## src/rtl/load_store_unit_pkg.sv

```systemverilog
// ============================================================================
// load_store_unit_pkg
// Shared load/store definitions: funct3 encodings, output-port address,
// LSU state encoding and small decode helpers.
// Revision: 1.0
// ============================================================================
`default_nettype none

package load_store_unit_pkg;

  typedef enum logic [2:0] {
    BYTE   = 3'b000,
    HALF   = 3'b001,
    WORD   = 3'b010,
    BYTE_U = 3'b100,
    HALF_U = 3'b101
  } funct3_t;

  localparam logic [31:0] OUTPORT_ADDR = 32'h0000fffc;

  typedef enum logic [1:0] {
    IDLE    = 2'd0,
    REQ     = 2'd1,
    WAIT_RD = 2'd2,
    DONE    = 2'd3
  } lsu_state_t;

  // Unsigned sub-word variants only exist for loads.
  function automatic logic f3_illegal(input logic store, input logic [2:0] f3);
    case (f3)
      3'b011, 3'b110, 3'b111: return 1'b1;
      3'b100, 3'b101:         return store;
      default:                return 1'b0;
    endcase
  endfunction

  function automatic logic misaligned(input logic [2:0] f3, input logic [1:0] lane);
    case (f3)
      HALF, HALF_U: return lane[0];
      WORD:         return lane != 2'b00;
      default:      return 1'b0;
    endcase
  endfunction

  function automatic logic [3:0] byte_en(input logic [1:0] size, input logic [1:0] lane);
    case (size)
      2'b00:   return 4'b0001 << lane;
      2'b01:   return 4'b0011 << lane;
      default: return 4'hf;
    endcase
  endfunction

  function automatic logic [31:0] lane_rep(input logic [1:0] size, input logic [31:0] wdata);
    case (size)
      2'b00:   return {4{wdata[7:0]}};
      2'b01:   return {2{wdata[15:0]}};
      default: return wdata;
    endcase
  endfunction

endpackage

`default_nettype wire

```

## src/rtl/load_align_ext.sv

```systemverilog
// ============================================================================
// load_align_ext
// Selects the addressed byte/half lane of a read word and sign/zero-extends it.
// Revision: 1.0
// ============================================================================
`default_nettype none

module load_align_ext
  import load_store_unit_pkg::*;
(
  input  logic [1:0]  lane_i,
  input  logic [2:0]  funct3_i,
  input  logic [31:0] rdata_i,
  output logic [31:0] result_o
);

  logic [7:0]  w_byte;
  logic [15:0] w_half;

  always_comb begin
    case (lane_i)
      2'd0:    w_byte = rdata_i[7:0];
      2'd1:    w_byte = rdata_i[15:8];
      2'd2:    w_byte = rdata_i[23:16];
      default: w_byte = rdata_i[31:24];
    endcase
    // Halves are only ever aligned, so lane bit 1 picks the half.
    w_half = lane_i[1] ? rdata_i[31:16] : rdata_i[15:0];

    case (funct3_i)
      BYTE:    result_o = {{24{w_byte[7]}}, w_byte};
      HALF:    result_o = {{16{w_half[15]}}, w_half};
      BYTE_U:  result_o = {24'b0, w_byte};
      HALF_U:  result_o = {16'b0, w_half};
      default: result_o = rdata_i;
    endcase
  end

endmodule

`default_nettype wire

```

## src/rtl/load_store_unit.sv

```systemverilog
// ============================================================================
// load_store_unit
// Memory stage: one load/store per handshake onto a req/gnt/rvalid port,
// plus the memory-mapped output port register.
// Revision: 1.0
// ============================================================================
`default_nettype none

module load_store_unit
  import load_store_unit_pkg::*;
#(
  parameter logic [31:0] OUTPORT_ADDR = load_store_unit_pkg::OUTPORT_ADDR,
  parameter int unsigned TIMEOUT      = 255
) (
  input  logic        clk,
  input  logic        rst,
  input  logic        lsu_valid_i,
  output logic        lsu_ready_o,
  input  logic        lsu_store_i,
  input  logic [2:0]  lsu_funct3_i,
  input  logic [31:0] lsu_addr_i,
  input  logic [31:0] lsu_wdata_i,
  output logic        lsu_done_o,
  output logic        lsu_err_o,
  output logic [31:0] lsu_rdata_o,
  output logic        mem_req_o,
  output logic        mem_we_o,
  output logic [31:0] mem_addr_o,
  output logic [3:0]  mem_be_o,
  output logic [31:0] mem_wdata_o,
  input  logic        mem_gnt_i,
  input  logic        mem_rvalid_i,
  input  logic [31:0] mem_rdata_i,
  output logic [31:0] out_port_o
);

  localparam logic [7:0] TO_LAST = 8'(TIMEOUT - 1);

  lsu_state_t  state_q, state_d;
  logic [7:0]  cnt_q, cnt_d;
  logic        store_q, store_d;
  logic [2:0]  f3_q, f3_d;
  logic [1:0]  lane_q, lane_d;
  logic        err_q, err_d;
  logic [31:0] rdata_q, rdata_d;
  logic [31:0] out_q, out_d;
  logic [31:0] maddr_q, maddr_d;
  logic [31:0] mwdata_q, mwdata_d;
  logic [3:0]  mbe_q, mbe_d;
  logic        mwe_q, mwe_d;

  logic        w_accept;
  logic        w_outport;
  logic        w_acc_err;
  logic [1:0]  w_lane;
  logic [2:0]  w_f3;
  logic [31:0] w_src;
  logic [31:0] w_ext;

  assign w_accept  = lsu_valid_i && (state_q == IDLE);
  assign w_outport = (lsu_addr_i[31:2] == OUTPORT_ADDR[31:2]);
  assign w_acc_err = f3_illegal(lsu_store_i, lsu_funct3_i)
                  || misaligned(lsu_funct3_i, lsu_addr_i[1:0])
                  || (w_outport && (lsu_funct3_i != WORD));

  // One extractor serves both the outport read (at accept) and memory reads.
  always_comb begin
    if (state_q == IDLE) begin
      w_lane = lsu_addr_i[1:0];
      w_f3   = lsu_funct3_i;
      w_src  = out_q;
    end else begin
      w_lane = lane_q;
      w_f3   = f3_q;
      w_src  = mem_rdata_i;
    end
  end

  load_align_ext u_align (
    .lane_i   (w_lane),
    .funct3_i (w_f3),
    .rdata_i  (w_src),
    .result_o (w_ext)
  );

  always_comb begin
    state_d  = state_q;
    cnt_d    = cnt_q;
    store_d  = store_q;
    f3_d     = f3_q;
    lane_d   = lane_q;
    err_d    = err_q;
    rdata_d  = rdata_q;
    out_d    = out_q;
    maddr_d  = maddr_q;
    mwdata_d = mwdata_q;
    mbe_d    = mbe_q;
    mwe_d    = mwe_q;

    case (state_q)
      IDLE: begin
        if (w_accept) begin
          store_d = lsu_store_i;
          f3_d    = lsu_funct3_i;
          lane_d  = lsu_addr_i[1:0];
          err_d   = 1'b0;
          if (w_acc_err) begin
            state_d = DONE;
            err_d   = 1'b1;
          end else if (w_outport) begin
            state_d = DONE;
            if (lsu_store_i) out_d   = lsu_wdata_i;
            else             rdata_d = w_ext;
          end else begin
            state_d  = REQ;
            cnt_d    = 8'd0;
            maddr_d  = {lsu_addr_i[31:2], 2'b00};
            mbe_d    = byte_en(lsu_funct3_i[1:0], lsu_addr_i[1:0]);
            mwe_d    = lsu_store_i;
            mwdata_d = lane_rep(lsu_funct3_i[1:0], lsu_wdata_i);
          end
        end
      end
      REQ: begin
        if (mem_gnt_i) begin
          if (store_q) begin
            state_d = DONE;
          end else if (mem_rvalid_i) begin
            state_d = DONE;
            rdata_d = w_ext;
          end else begin
            state_d = WAIT_RD;
            cnt_d   = 8'd0;
          end
        end else if (cnt_q == TO_LAST) begin
          state_d = DONE;
          err_d   = 1'b1;
        end else begin
          cnt_d = cnt_q + 8'd1;
        end
      end
      WAIT_RD: begin
        if (mem_rvalid_i) begin
          state_d = DONE;
          rdata_d = w_ext;
        end else if (cnt_q == TO_LAST) begin
          state_d = DONE;
          err_d   = 1'b1;
        end else begin
          cnt_d = cnt_q + 8'd1;
        end
      end
      default: state_d = IDLE;
    endcase
  end

  always_ff @(posedge clk or posedge rst) begin
    if (rst) begin
      state_q  <= IDLE;
      cnt_q    <= 8'd0;
      store_q  <= 1'b0;
      f3_q     <= 3'd0;
      lane_q   <= 2'd0;
      err_q    <= 1'b0;
      rdata_q  <= 32'd0;
      out_q    <= 32'd0;
      maddr_q  <= 32'd0;
      mwdata_q <= 32'd0;
      mbe_q    <= 4'd0;
      mwe_q    <= 1'b0;
    end else begin
      state_q  <= state_d;
      cnt_q    <= cnt_d;
      store_q  <= store_d;
      f3_q     <= f3_d;
      lane_q   <= lane_d;
      err_q    <= err_d;
      rdata_q  <= rdata_d;
      out_q    <= out_d;
      maddr_q  <= maddr_d;
      mwdata_q <= mwdata_d;
      mbe_q    <= mbe_d;
      mwe_q    <= mwe_d;
    end
  end

  assign lsu_ready_o = (state_q == IDLE);
  assign lsu_done_o  = (state_q == DONE);
  assign lsu_err_o   = (state_q == DONE) && err_q;
  assign lsu_rdata_o = rdata_q;
  assign mem_req_o   = (state_q == REQ);
  assign mem_we_o    = mwe_q;
  assign mem_addr_o  = maddr_q;
  assign mem_be_o    = mbe_q;
  assign mem_wdata_o = mwdata_q;
  assign out_port_o  = out_q;

endmodule

`default_nettype wire

```

## config.mk

```make
export PLATFORM = sky130hd
export DESIGN_NAME = load_store_unit
export DESIGN_NICKNAME = d
export VERILOG_FILES = /design/src/rtl/load_store_unit_pkg.sv /design/src/rtl/load_align_ext.sv /design/src/rtl/load_store_unit.sv
export SDC_FILE = /design/constraint.sdc
export NUM_CORES = 1
export LEC_CHECK = 0
export ABC_AREA = 1
export CORE_MARGIN = 5
export CORE_UTILIZATION = 35
export CTS_BUF_LIST = sky130_fd_sc_hd__clkbuf_8 sky130_fd_sc_hd__clkbuf_16
export DETAILED_ROUTE_END_ITERATION = 10
export GPL_ROUTABILITY_DRIVEN = 0
export PLACE_DENSITY = 0.74
export SLEW_MARGIN = 20
export SYNTH_ARGS = -nofsm -noshare
export SYNTH_HDL_FRONTEND = slang
export SYNTH_SLANG_ARGS = --single-unit
```

## constraint.sdc

```tcl
create_clock -name clk -period 6.6 [get_ports clk]
set_clock_uncertainty 0.2 [all_clocks]
set_input_delay 1.32 -clock clk [delete_from_list [all_inputs] [get_ports clk]]
set_output_delay 1.32 -clock clk [all_outputs]
set_load 0.01 [all_outputs]
```

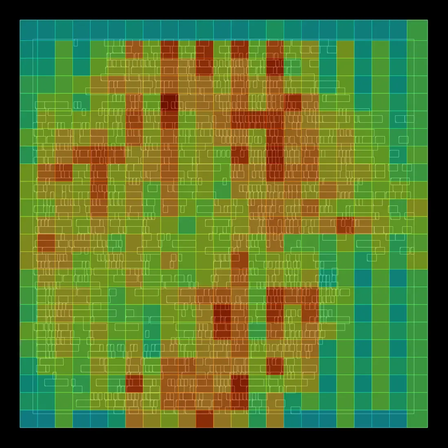
Run 1: routing congestion
met2 usage: 32.29%
met3 Use GR: 6.082%
met1 GRT Util: 26.76%

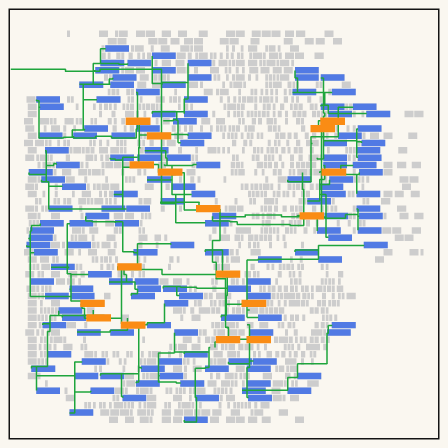
Run 1: clock distribution
green -> clock wires  # length 1940 um
orange -> cells driving clock nets  # count 17
blue -> flip-flops  # count 148
routed clock nets = 18
Clock power frac: 19.7%
Latency at later pin: 0.42 ns
Clk. pwr: 926 uW

==> Changelog: implementation, run 1 <==
## Implementation

- Synth top cells by count: nand2_1, dfrtp_1, nand3_1, inv_1, o21ai_0
- Non-clk bufs: 245
- RR Startpoint: state_q[0]
- Reg2Reg Depth: 9
- Hold path depth: 2
- Logic power comb: 2380 uW
- WP data arrival: 4.54 ns
- Hold path start: mem_addr_o[3]
- Flip-flop and latch area: around 3700 um^2
- Synth Flop Type: dfrtp_1
- Max Fclk: roughly 220 MHz
- Final setup fails: 0
- Synth Area in Adders: 0.9550%
- Ys cells: 1110
- Biggest Area Class: registers
- Total power: 4707 uW
- Max stage delay on crit path: 0.88 ns
- Initial antenna violation count: 0
- Number of remaining DRC errors: 0
- Initial DRC count: 626
- Layout clock area frac: 5.154%
- Post-Route WL: 26430 um
- Setup TNS: 0 ns
- Busiest grt layer: met2
- Xor+xnor area frac: 0%
- Clock sinks: 148
- Metal2 WL: 12450 um
- Clock buffers: 17
- Worst hold margin: 0.2715 ns
- Antenna Nets Post-Route: 0
- Worst setup path endpoint: lsu_rdata_o[27]
- Hold Path Class: register to register
- Routed metal-1 wirelength: 11460 um
- Die area: 25560 um^2
- Hpwl dp: 19860 um
- Reg clk slew, reported paths: 0.07 ns
- Synthesis Warnings: 0
- Final #Nets: 1431
- N_diodes: 0
- Post-CTS setup buffer count: 0
- Synth area leader: dfrtp_1
- FP Util: roughly 36%
- N_taps: 280
- Multi-input gates: 823
- Sw Ratio: 42.87%
- RSZ-0062 raised after global routing: no
- IO Count: 242
- Hold Fails Final Rpt: 0
- Met3 WL post-DR: about 1900 um
- H-tree levels: 4
- Area growth, synth to finish: 39.28%
- Fillers: 2139
- Final worst path period share: 67.40%
- Initial DRT Pass Iterations: 5
- Status: finished clean
- Final Non-Filler Cells: 1613
- Avg WL per Cell: between 15 and 20 um
- CTS root buffer: clkbuf_16
- Slowest-stage cell, CP: nand2_1
- Psw: 2018 uW
- Cell family with most CP delay: simple AND/OR/NAND/NOR gates
- Num CTS Buffers: 17
- GRT Total Usage: 20.26%
- Min cycle time layout: 4.449 ns
- CP startpoint: lsu_funct3_i[1]
- Resize count post-CTS: 0
- Top Consumer: combinational logic
- Avg Vias per Cell: 4.865
- Largest cells by area: dfrtp_1, nand2_1, nand3_1
- Vias: 7848
- Most frequent cell after synthesis: nand2_1
- Highest ir drop seen on vdd: 225.1 uV
- Inverters: 85
- Critical Path, Cell by Cell: clkdlybuf4s50_1 > buf_4 > nand3_1 > nor2_2 > nand4_1 > nand2_1 > nand2_1 > nand2_1 > nand2_1
- Relative slew margins: 33.77%
- Ys async rst share: 100.0%
- Placed instance count: between 1500 and 2000
- Dpl cell area: 10380 um^2
- Unique cell types: 37
- GRT overflow: 0
- Stages on worst setup path: 9
- P_seq: 1400 uW
- Seq_cells: 148
- Max Cap Violations: 0
- Critical path buffer and inverter count: 2
- Worst R2R Setup Slack: about 2.5 ns
- Synthesis area per yosys: 7861 um^2
- Cells after Synth: 1110
- Gate power share: 50.5%
- Critical path peak fanout: 33
- Largest net degree at the start of global routing: 113
- Worst-margin pin slew: 0.9911 ns
- Final Slew Violations: 0
- Most frequent cells in the layout: nand2_1, clkdlybuf4s50_1, dfrtp_1, nand3_1, inv_1
- Worst Path Required: 6.69 ns
- Top sig layer: met4
- Commonest Layout Cell: nand2_1
- Comb area share: 32.56%
- Number of global-route vias before repair: 7462
- WHS Endpoint: mem_addr_o[3]
- Dpl ws: 1.809 ns
- Register share of total power: 29.8%
- First-pass GRT wire length: approximately 42000 um
- Power Dens Cells: 429.9 nW/um^2
- CTS tree: built
- Non-clock buffers, area share: between 20 and 25%
- Mux share: 0.2706%
- Max-area cell share: a little under half
- Register area share after synthesis: between 40% and 50%
- Synth flops: 148
- Int Pwr: between 2000 and 3000 uW
- Reg2reg end: lsu_rdata_o[27]
- Final WS setup: 2.151 ns
- Most used cell, CP: nand2_1
- CP endpoint kind: register
- Worst-case clock buffer depth: 2
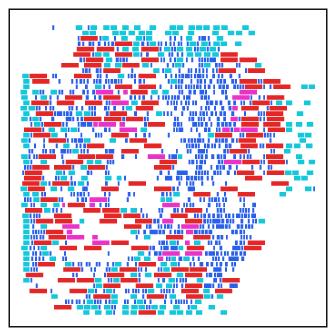
Run 1: placed cells, one color a class
cyan -> other buffers and delay cells  # cells 245
red -> flip-flops  # cells 148
blue -> all other logic  # cells 908
magenta -> clock drivers and dummy loads  # cells 32
post-route core utilization: 49.86%
design area: 10950 um^2
CORE AREA: 21960 um^2
FP Rows: 54
flop share of the area: 33.82%

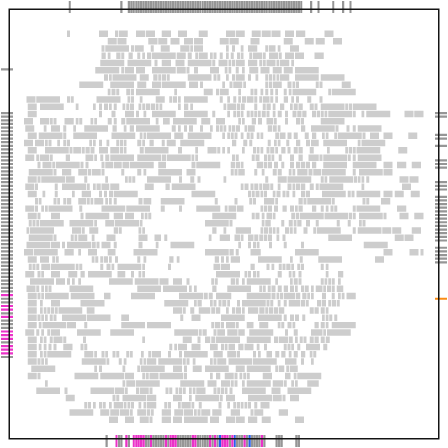
Run 1: pin placement
Pins as bars across the die edge, other pins in gray.
blue -> `lsu_funct3_i`  # pins 3, direction input, edge bottom
magenta -> `lsu_addr_i`  # pins 32, direction input, edge 22 bottom, 10 left
orange -> `lsu_ready_o`  # pins 1, direction output, edge right
all pins by edge = 78 top, 69 left, 65 bottom, 30 right
PortBufs: 239
Die Height: 159.9 um
Die W: 159.9 um

==> run 2: changes to the inputs <==
--- a/config.mk
+++ b/config.mk
@@ -11,7 +11,7 @@
 export CTS_BUF_LIST = sky130_fd_sc_hd__clkbuf_8 sky130_fd_sc_hd__clkbuf_16
 export DETAILED_ROUTE_END_ITERATION = 10
 export GPL_ROUTABILITY_DRIVEN = 0
-export PLACE_DENSITY = 0.74
+export PLACE_DENSITY = 0.76
 export SLEW_MARGIN = 20
 export SYNTH_ARGS = -nofsm -noshare
 export SYNTH_HDL_FRONTEND = slang
==> constraint.sdc (replaced) <==
create_clock -name clk -period 3.7 [get_ports clk]
set_clock_uncertainty 0.2 [all_clocks]
set_input_delay 0.74 -clock clk [delete_from_list [all_inputs] [get_ports clk]]
set_output_delay 0.74 -clock clk [all_outputs]
set_load 0.01 [all_outputs]
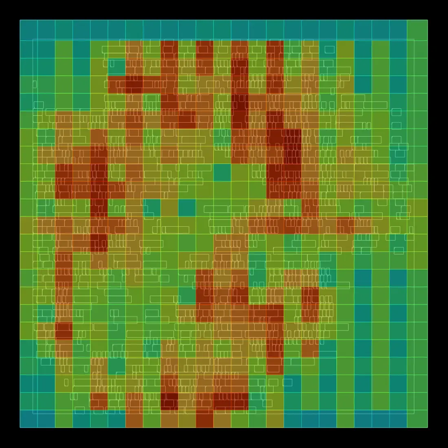
Run 2: routing congestion
Avg WL per Cell: 16.52 um
met3 Use GR: 5.644%
GRT Total Usage: 20.56%
busiest grt layer: met2
met1 GRT Util: 27.24%

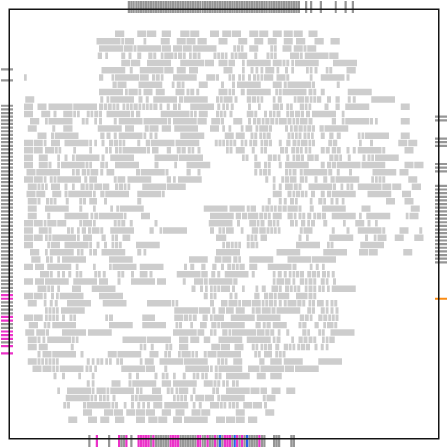
Run 2: pin placement
Pins as bars across the die edge, other pins in gray.
magenta -> `lsu_addr_i`  # pins 32, direction input, edge 23 bottom, 9 left
orange -> `lsu_ready_o`  # pins 1, direction output, edge right
blue -> `lsu_funct3_i`  # pins 3, direction input, edge bottom
all pins by edge = 76 top, 70 left, 65 bottom, 31 right

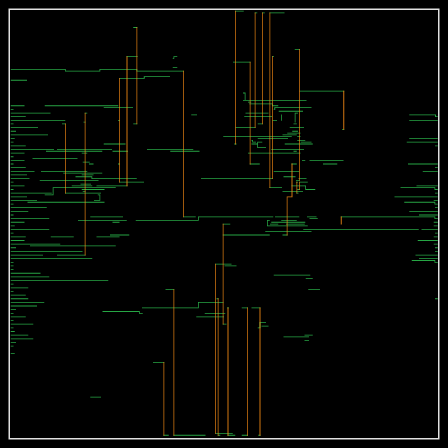
Run 2: routed metal, one color a layer
Only two layers are drawn.
green -> met3  # wire length 1910 um
orange -> met4  # wire length 1020 um
Vias: 8011
Post-Route WL: 26810 um

==> run 2 against run 1 <==
- critical path depth fell by 6
- clock power is 83% higher
- area after synthesis unchanged
- total power is 80% higher
- critical path type is now register to output port
- largest cell class unchanged
==> Changelog: implementation, run 2 <==
## Implementation

- Setup TNS: 0 ns (unchanged)
- GRT overflow: 0 (unchanged)
- Worst hold margin: 0.2705 ns (-0.001009 ns)
- Cts hold-fix bufs: 0
- Final #Nets: 1440 (+0.63%)
- Relative slew margins: 43.58% (+9.8 points)
- Synth Flop Type: dfrtp_1
- RR Startpoint: state_q[0]
- Hold Path Class: register to register
- Max Cap Violations: 0 (unchanged)
- Worst-case clock buffer depth: 2 (unchanged)
- Initial DRC count: 823 (+31%)
- Post-Synth AOI/OAI Area: 8.022%
- Synthesis area per yosys: 7861 um^2 (unchanged)
- Register area share after synthesis: 47.11% (unchanged)
- Hold path depth: 2 (unchanged)
- Reg clk slew, reported paths: 0.07 ns (about the same)
- Initial DRT Pass Iterations: 7 (+2)
- N_taps: 280 (unchanged)
- Fillers: 2074 (-3.0%)
- Commonest Layout Cell: nand2_1
- WHS Endpoint: mem_addr_o[8]
- Layout cells sized above 1: 4.918%
- PortBufs: 239 (unchanged)
- Synthesis Warnings: 0 (unchanged)
- Sw Ratio: 42.08% (-0.78 points)
- Design area: 11050 um^2 (+0.96%)
- Seq_cells: 148 (unchanged)
- Flip-flop and latch area: 3704 um^2 (unchanged)
- Dpl cell area: 10490 um^2 (+1.0%)
- Critical path buffer and inverter count: 2 (unchanged)
- Final WS setup: 0.7213 ns (-1.430 ns)
- Biggest Area Class: registers
- Post-route core utilization: 50.34% (+0.48 points)
- Avg Vias per Cell: 4.936 (+1.4%)
- Placed instance count: 1590 (+0.57%)
- CTS root buffer: clkbuf_16
- Worst setup path endpoint: mem_req_o
- Antenna Nets Post-Route: 0 (unchanged)
- Psw: 3558 uW (+76%)
- Highest ir drop seen on vdd: 459.1 uV (+100%)
- CTS tree: built
- Register share of total power: 29.7% (about the same)
- Number of remaining DRC errors: 0 (unchanged)
- Clock buffers: 18 (+1)
- Cells after Synth: 1110 (unchanged)
- Xor+xnor area frac: 0% (unchanged)
- Total power: 8454 uW (+80%)
- Dpl ws: 0.4958 ns (-1.313 ns)
- Initial antenna violation count: 2 (+2)
- Area growth, synth to finish: 40.62%
- Gate power share: 50.3% (-0.2 points)
- Final Non-Filler Cells: 1623 (+0.62%)
- Die area: 25560 um^2 (unchanged)
- Top logic family: simple AND/OR/NAND/NOR gates
- Synth area leader: dfrtp_1
- Mapped Area: 7861 um^2
- Most frequent cell after synthesis: nand2_1
- Clock sinks: 148 (unchanged)
- Most frequent cells in the layout: nand2_1, clkdlybuf4s50_1, dfrtp_1, nand3_1, inv_1
- CORE AREA: 21960 um^2 (unchanged)
- Mean post-synth cell area: between 7 and 8 um^2
- Final setup fails: 0 (unchanged)
- Number of global-route vias before repair: 7543 (+1.1%)
- Worst Path Required: 2.76 ns (-3.93 ns)
- Critical Path, Cell by Cell: inv_1 > ha_1 > clkdlybuf4s50_1
- Inverters: 85 (unchanged)
- Routed metal-1 wirelength: 11440 um (-0.17%)
- Critical Setup Path Class: register to output port
- Largest cells by area: dfrtp_1, nand2_1, nand3_1
- Critical path peak fanout: 13 (-61%)
- Num CTS Buffers: 17 (unchanged)
- Cell family with most CP delay: buffers and inverters
- Int Pwr: 4896 uW (+82%)
- P_seq: 2510 uW (+79%)
- Flop share of the area: 33.50% (-0.32 points)
- Synth top cells by count: nand2_1, dfrtp_1, nand3_1, inv_1, o21ai_0
- Logic power comb: 4250 uW (+79%)
- Max Fclk: 335.7 MHz
- Unique cell types: 37 (unchanged)
- Max stage delay on crit path: 0.63 ns (-0.25 ns)
- Tool warnings: 30
- FP Util: 35.80% (unchanged)
- Hpwl dp: 20240 um (+1.9%)
- Final Slew Violations: 0 (unchanged)
- Post-CTS setup buffer count: 0 (unchanged)
- IO Count: 242 (unchanged)
- Worst R2R Setup Slack: 0.78 ns (-1.68 ns)
- Hold Fails Final Rpt: 0 (unchanged)
- Largest net degree at the start of global routing: 68 (-40%)
- CP Launch Type: register
- Slowest-stage cell, CP: clkdlybuf4s50_1
- Clock power frac: 20.0% (+0.3 points)
- Top Consumer: combinational logic
- Mux share: 0.2706% (unchanged)
- Multi-input gates: 823 (unchanged)
- Worst-margin pin slew: 0.8433 ns (-0.1478 ns)
- Comb area share: 32.25% (-0.31 points)
- Stages on worst setup path: 3 (-6)
- First-pass GRT wire length: 42190 um (+0.84%)
- Min cycle time layout: 2.979 ns
- Synth flops: 148 (unchanged)
- Metal2 WL: 12420 um (-0.21%)
- Die W: 159.9 um (unchanged)
- Max-area cell share: 47.11% (unchanged)
- N_diodes: 1 (+1)
- Die Height: 159.9 um (unchanged)
- Status: finished clean
- WP data arrival: 2.04 ns (-2.50 ns)
- Non-clk bufs: 254 (+3.7%)
- Hold path start: mem_addr_o[8]
- Latency at later pin: 0.44 ns (+0.02 ns)
- Resize count post-CTS: 0 (unchanged)
- CP endpoint kind: output port
- Power Dens Cells: 764.8 nW/um^2 (+78%)
- Reg2reg end: lsu_rdata_o[23]
- Top sig layer: met5
- Met3 WL post-DR: 1908 um (+0.69%)
- RSZ-0062 raised after global routing: no
- CP startpoint: state_q[1]
- Non-clock buffers, area share: 23.00% (+0.74 points)
- And+or+nand+nor area frac: 35.97%
- Clk. pwr: 1690 uW (+83%)
- Ys cells: 1110 (unchanged)
- H-tree levels: 4 (unchanged)
- Reg2Reg Depth: 13 (+4)
- FP Rows: 54 (unchanged)
- Layout clock area frac: 5.116% (-0.038 points)
- Final worst path period share: 80.50%
- Ys async rst share: 100.0% (unchanged)
- Met2 usage: 31.93% (-0.37 points)
- Synth Area in Adders: 0.9550% (unchanged)
Power is estimated from default activity; no workload was simulated.
